**Metal 2**

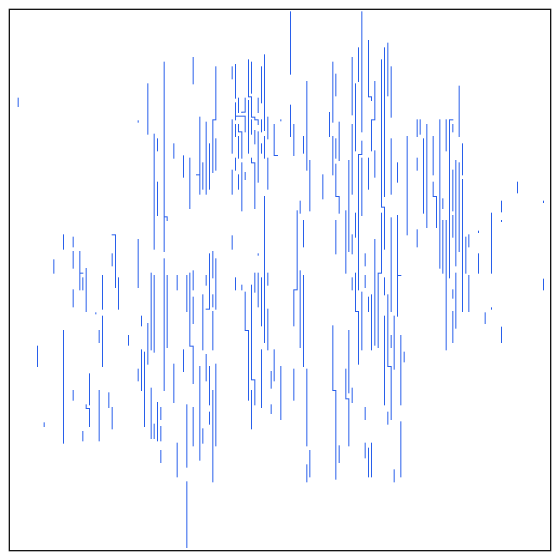
**Sizing map**

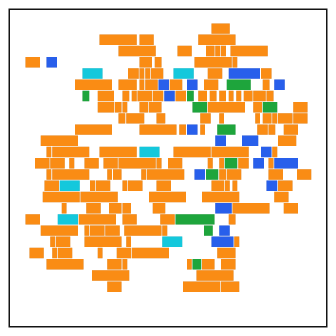
**Clock nets**

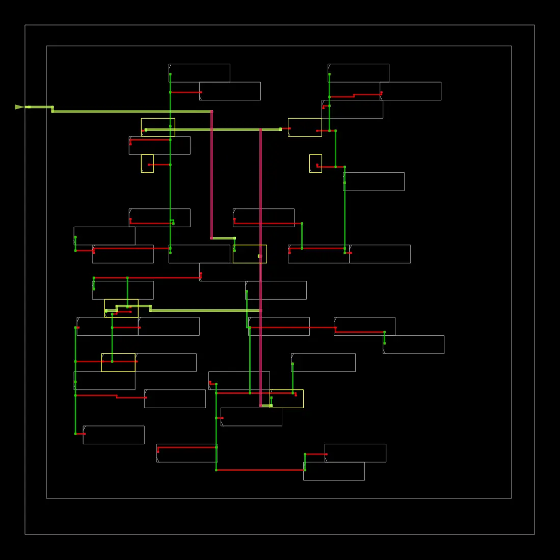
$ cat config.mk
export PLATFORM = sky130hd
export DESIGN_NAME = code_lock_fsm
export DESIGN_NICKNAME = d
export VERILOG_FILES = /design/src/rtl/code_lock_fsm.sv
export SDC_FILE = /design/constraint.sdc
export NUM_CORES = 1
export LEC_CHECK = 0
export CAP_MARGIN = 25
export CORE_MARGIN = 3
export CORE_UTILIZATION = 34
export CTS_CLUSTER_DIAMETER = 200
export CTS_CLUSTER_SIZE = 40
export DETAILED_ROUTE_END_ITERATION = 10
export PLACE_DENSITY = 0.57
export SKIP_LAST_GASP = 1
export SYNTH_ARGS = -nofsm -noshare
export SYNTH_HDL_FRONTEND = slang
export SYNTH_SLANG_ARGS = --single-unit
$ cat constraint.sdc
create_clock -name clk -period 2.2 [get_ports clk]
set_input_delay 0.33 -clock clk [delete_from_list [all_inputs] [get_ports clk]]
set_output_delay 0.33 -clock clk [all_outputs]
set_load 0.01 [all_outputs]
$ cat src/rtl/code_lock_fsm.sv
// Code lock controller: collects DIGITS digits, compares them with CODE,
// opens for OPEN_CYCLES cycles on a match and locks out for LOCK_CYCLES
// cycles after MAX_TRIES consecutive mismatches.
//
// state  | meaning
// IDLE   | waiting for the first digit, entry buffer empty
// ENTER  | collecting the remaining digits
// CHECK  | one cycle to compare the entry with CODE
// OPEN   | lock released, timer counting down
// FAIL   | one-cycle wrong-code indication
// LOCKED | too many failures, all input ignored until timer expires
module code_lock_fsm #(
    parameter int                            DIGITS      = 4,
    parameter int                            DIGIT_W     = 4,
    parameter logic [DIGITS*DIGIT_W-1:0]     CODE        = 16'h1234,
    parameter int                            MAX_TRIES   = 3,
    parameter int                            OPEN_CYCLES = 8,
    parameter int                            LOCK_CYCLES = 16
) (
    input  logic               clk,
    input  logic               reset,
    input  logic               digit_valid,
    input  logic [DIGIT_W-1:0] digit,
    input  logic               clear,
    output logic               unlocked,
    output logic               error,
    output logic               alarm,
    output logic               busy,
    output logic [5:0]         state_o
);

    localparam int BUF_W  = DIGITS * DIGIT_W;
    localparam int CNT_W  = $clog2(DIGITS + 1);
    localparam int FAIL_W = $clog2(MAX_TRIES + 1);
    localparam int TMAX   = (OPEN_CYCLES > LOCK_CYCLES) ? OPEN_CYCLES : LOCK_CYCLES;
    localparam int TIM_W  = $clog2(TMAX + 1);

    localparam logic [5:0] S_IDLE   = 6'b000001;
    localparam logic [5:0] S_ENTER  = 6'b000010;
    localparam logic [5:0] S_CHECK  = 6'b000100;
    localparam logic [5:0] S_OPEN   = 6'b001000;
    localparam logic [5:0] S_FAIL   = 6'b010000;
    localparam logic [5:0] S_LOCKED = 6'b100000;

    logic [5:0]        state;
    logic [5:0]        next_state;
    logic [BUF_W-1:0]  entry_buf;
    logic [CNT_W-1:0]  digit_cnt;
    logic [FAIL_W-1:0] fail_cnt;
    logic [TIM_W-1:0]  timer;

    logic              last_digit;
    logic              match;
    logic [FAIL_W-1:0] fail_inc;
    logic              lock_hit;
    logic              timer_done;

    assign last_digit = (digit_cnt == CNT_W'(DIGITS - 1));
    assign match      = (entry_buf == CODE);
    assign fail_inc   = fail_cnt + FAIL_W'(1);
    assign lock_hit   = (fail_inc == FAIL_W'(MAX_TRIES));
    assign timer_done = (timer == '0);

    // State register plus entry buffer, digit/fail counters and down-counting timer.
    always_ff @(posedge clk or negedge reset) begin
        if (!reset) begin
            state     <= S_IDLE;
            entry_buf <= '0;
            digit_cnt <= '0;
            fail_cnt  <= '0;
            timer     <= '0;
        end else begin
            state <= next_state;
            case (state)
                S_IDLE, S_ENTER: begin
                    if (digit_valid && !clear) begin
                        entry_buf <= (entry_buf << DIGIT_W) | BUF_W'(digit);
                        digit_cnt <= digit_cnt + CNT_W'(1);
                    end
                end
                S_CHECK: begin
                    if (match) begin
                        fail_cnt <= '0;
                        timer    <= TIM_W'(OPEN_CYCLES - 1);
                    end else begin
                        fail_cnt <= fail_inc;
                        if (lock_hit) begin
                            timer <= TIM_W'(LOCK_CYCLES - 1);
                        end
                    end
                end
                S_OPEN: begin
                    if (!timer_done) begin
                        timer <= timer - TIM_W'(1);
                    end
                end
                S_LOCKED: begin
                    if (timer_done) begin
                        fail_cnt <= '0;
                    end else begin
                        timer <= timer - TIM_W'(1);
                    end
                end
                S_FAIL: begin
                end
                default: begin
                    fail_cnt <= '0;
                    timer    <= '0;
                end
            endcase
            // Every return to IDLE starts a fresh entry.
            if (next_state == S_IDLE) begin
                entry_buf <= '0;
                digit_cnt <= '0;
            end
        end
    end

    // Next-state decode; clear takes priority over a simultaneous digit.
    always_comb begin
        next_state = state;
        case (state)
            S_IDLE, S_ENTER: begin
                if (clear) begin
                    next_state = S_IDLE;
                end else if (digit_valid) begin
                    next_state = last_digit ? S_CHECK : S_ENTER;
                end
            end
            S_CHECK: begin
                if (match) begin
                    next_state = S_OPEN;
                end else if (lock_hit) begin
                    next_state = S_LOCKED;
                end else begin
                    next_state = S_FAIL;
                end
            end
            S_OPEN, S_LOCKED: begin
                if (timer_done) begin
                    next_state = S_IDLE;
                end
            end
            S_FAIL:  next_state = S_IDLE;
            default: next_state = S_IDLE;
        endcase
    end

    // Moore outputs decoded from the state register only.
    always_comb begin
        unlocked = (state == S_OPEN);
        error    = (state == S_FAIL);
        alarm    = (state == S_LOCKED);
        busy     = (state == S_CHECK) || (state == S_OPEN) ||
                   (state == S_FAIL)  || (state == S_LOCKED);
        state_o  = state;
    end

endmodule

==> run summary <==
Status on the layout run. Hold timing on the final database bottoms out at a slack of 0.441 ns. Of the total power, the clock network draws 0.350. Maximum net fanout on the critical path landed at 10. The design draws 1.35 mW. The repair_antennas step left the layout with diodes totalling 0. TritonCTS built the clock tree.

Per Yosys stat, the portion of area used by sequential elements is 0.473. The timing report notes that buffer and inverter cells on the critical path total 1. Standard cell area after detailed placement landed at 1960 um^2. Fraction of registers with async set/reset landed at 1.00. Per the CTS log, the root buffer master is sky130_fd_sc_hd__clkbuf_8. Met1 routing resource usage after global routing landed at 0.159. In this run, the synthesized area fraction spent on and/or/nand/nor cells is recorded as 0.174. Per the CTS log, the buffer count on the longest clock path is 2. Standard cell core area landed at 4750 um^2. The most critical setup path has its startpoint at state_o[0]. Die span in x landed at 76.6 um.

Share of synthesized cell area in full adder, half adder and majority cells landed at 0.0369. The internal power of the cells totals about 980 uW. Clock buffer count from CTS landed at 5.

For this block, the initial DRC count from the detailed router was 38. Largest stage delay on the critical path landed at 0.54 ns. According to the report, the first pass of detailed routing completed in 5 iterations. Summed over all instances, the cell type with the most area after synthesis is sky130_fd_sc_hd__dfrtp_1.

After legalization and detailed placement, the total HPWL measured 2390 um. Number of top-level pins landed at 18. The flow ran to the end, and the final reports show no timing, DRC or antenna violations. Wire length of the first global-routing pass landed at between 5000 and 6000 um.

Count of unresolved DRC violations after routing landed at 0. In this run the top signal layer used is met4. The share of total power dissipated in combinational logic is 0.178. Tally of OpenROAD warnings landed at 27. Per the placement report, the placed cell count is ~250. Post-synthesis cell type count landed at 44.

Standby leakage power landed at between 1 and 1.5 nW. Initial antenna violation count landed at 0. Per the synthesis report, the XOR/XNOR share of the synthesized area is 0.0207.
About 'metal 2':
The longest straight run is 26.9 um. 164 nets have wire on it. The layer holds 46% of the routed length. The layer carries 1,540 um of wire.

About 'sizing map':
Key: _0 and _1 cells = orange [cells 153, most used dfrtp_1]; _3 and _4 cells = blue [cells 17, most used buf_4]; _6 and larger = cyan [cells 6, most used clkbuf_8]; _2 cells = green [cells 11]

About 'clock nets':
maximum clock skew at final layout: 0.00650 ns
Latency at later pin: 0.29 ns
final sequential cell count: 32

-- cell type report --
| type | instances | area, um^2 | share of cell area |
|---|---|---|---|
| Clock buffer | 6 | 82.6 | 0.0393 |
| Clock inverter | 2 | 10.0 | 0.00477 |
| Inverter | 8 | 30.0 | 0.0143 |
| Multi-Input combinational cell | 110 | 828 | 0.395 |
| Sequential cell | 32 | 802 | 0.382 |
| Tap cell | 67 | 83.8 | 0.0399 |
| Timing Repair Buffer | 29 | 263 | 0.125 |
-- flip-flops by register name (all words and copies together) (netlist names) --
signal     cells
timer          5
digit_cnt      3
state_o        6
entry_buf     16
fail_cnt       2
-- power groups by stage --
| stage | sequential, mW | clock [mW] | combinational (mW) |
|---|---|---|---|
| 6_report | 0.638 | 0.474 | 0.241 |
| 2_1_floorplan | 0.635 | 0 | 0.162 |
| 3_5_place_dp | 0.645 | 0 | 0.238 |
| 5_1_grt | 0.644 | 0.507 | 0.269 |
| 4_1_cts | 0.635 | 0.483 | 0.241 |
| 3_3_place_gp | 0.645 | 0 | 0.235 |
-- cells in the mapped netlist (4+ instances only) --
| cell type | count |
|---|---|
| sky130_fd_sc_hd__dfrtp_1 | 31 |
| sky130_fd_sc_hd__nor4_1 | 4 |
| sky130_fd_sc_hd__buf_2 | 4 |
| sky130_fd_sc_hd__nand2_1 | 8 |
| sky130_fd_sc_hd__mux2i_1 | 19 |
| sky130_fd_sc_hd__o21ai_0 | 5 |
| sky130_fd_sc_hd__ha_1 | 5 |
| sky130_fd_sc_hd__buf_6 | 4 |
| sky130_fd_sc_hd__nor3_1 | 5 |
| sky130_fd_sc_hd__nor2_1 | 22 |
| sky130_fd_sc_hd__inv_1 | 8 |
-- repair_timing --
action	in CTS	in global routing
endpoints found under the setup margin	2	4
gates cloned	0	0
gates resized	2	5
setup buffers	0	1
pin swaps	0	2
Power and IR drop assume default switching activity.
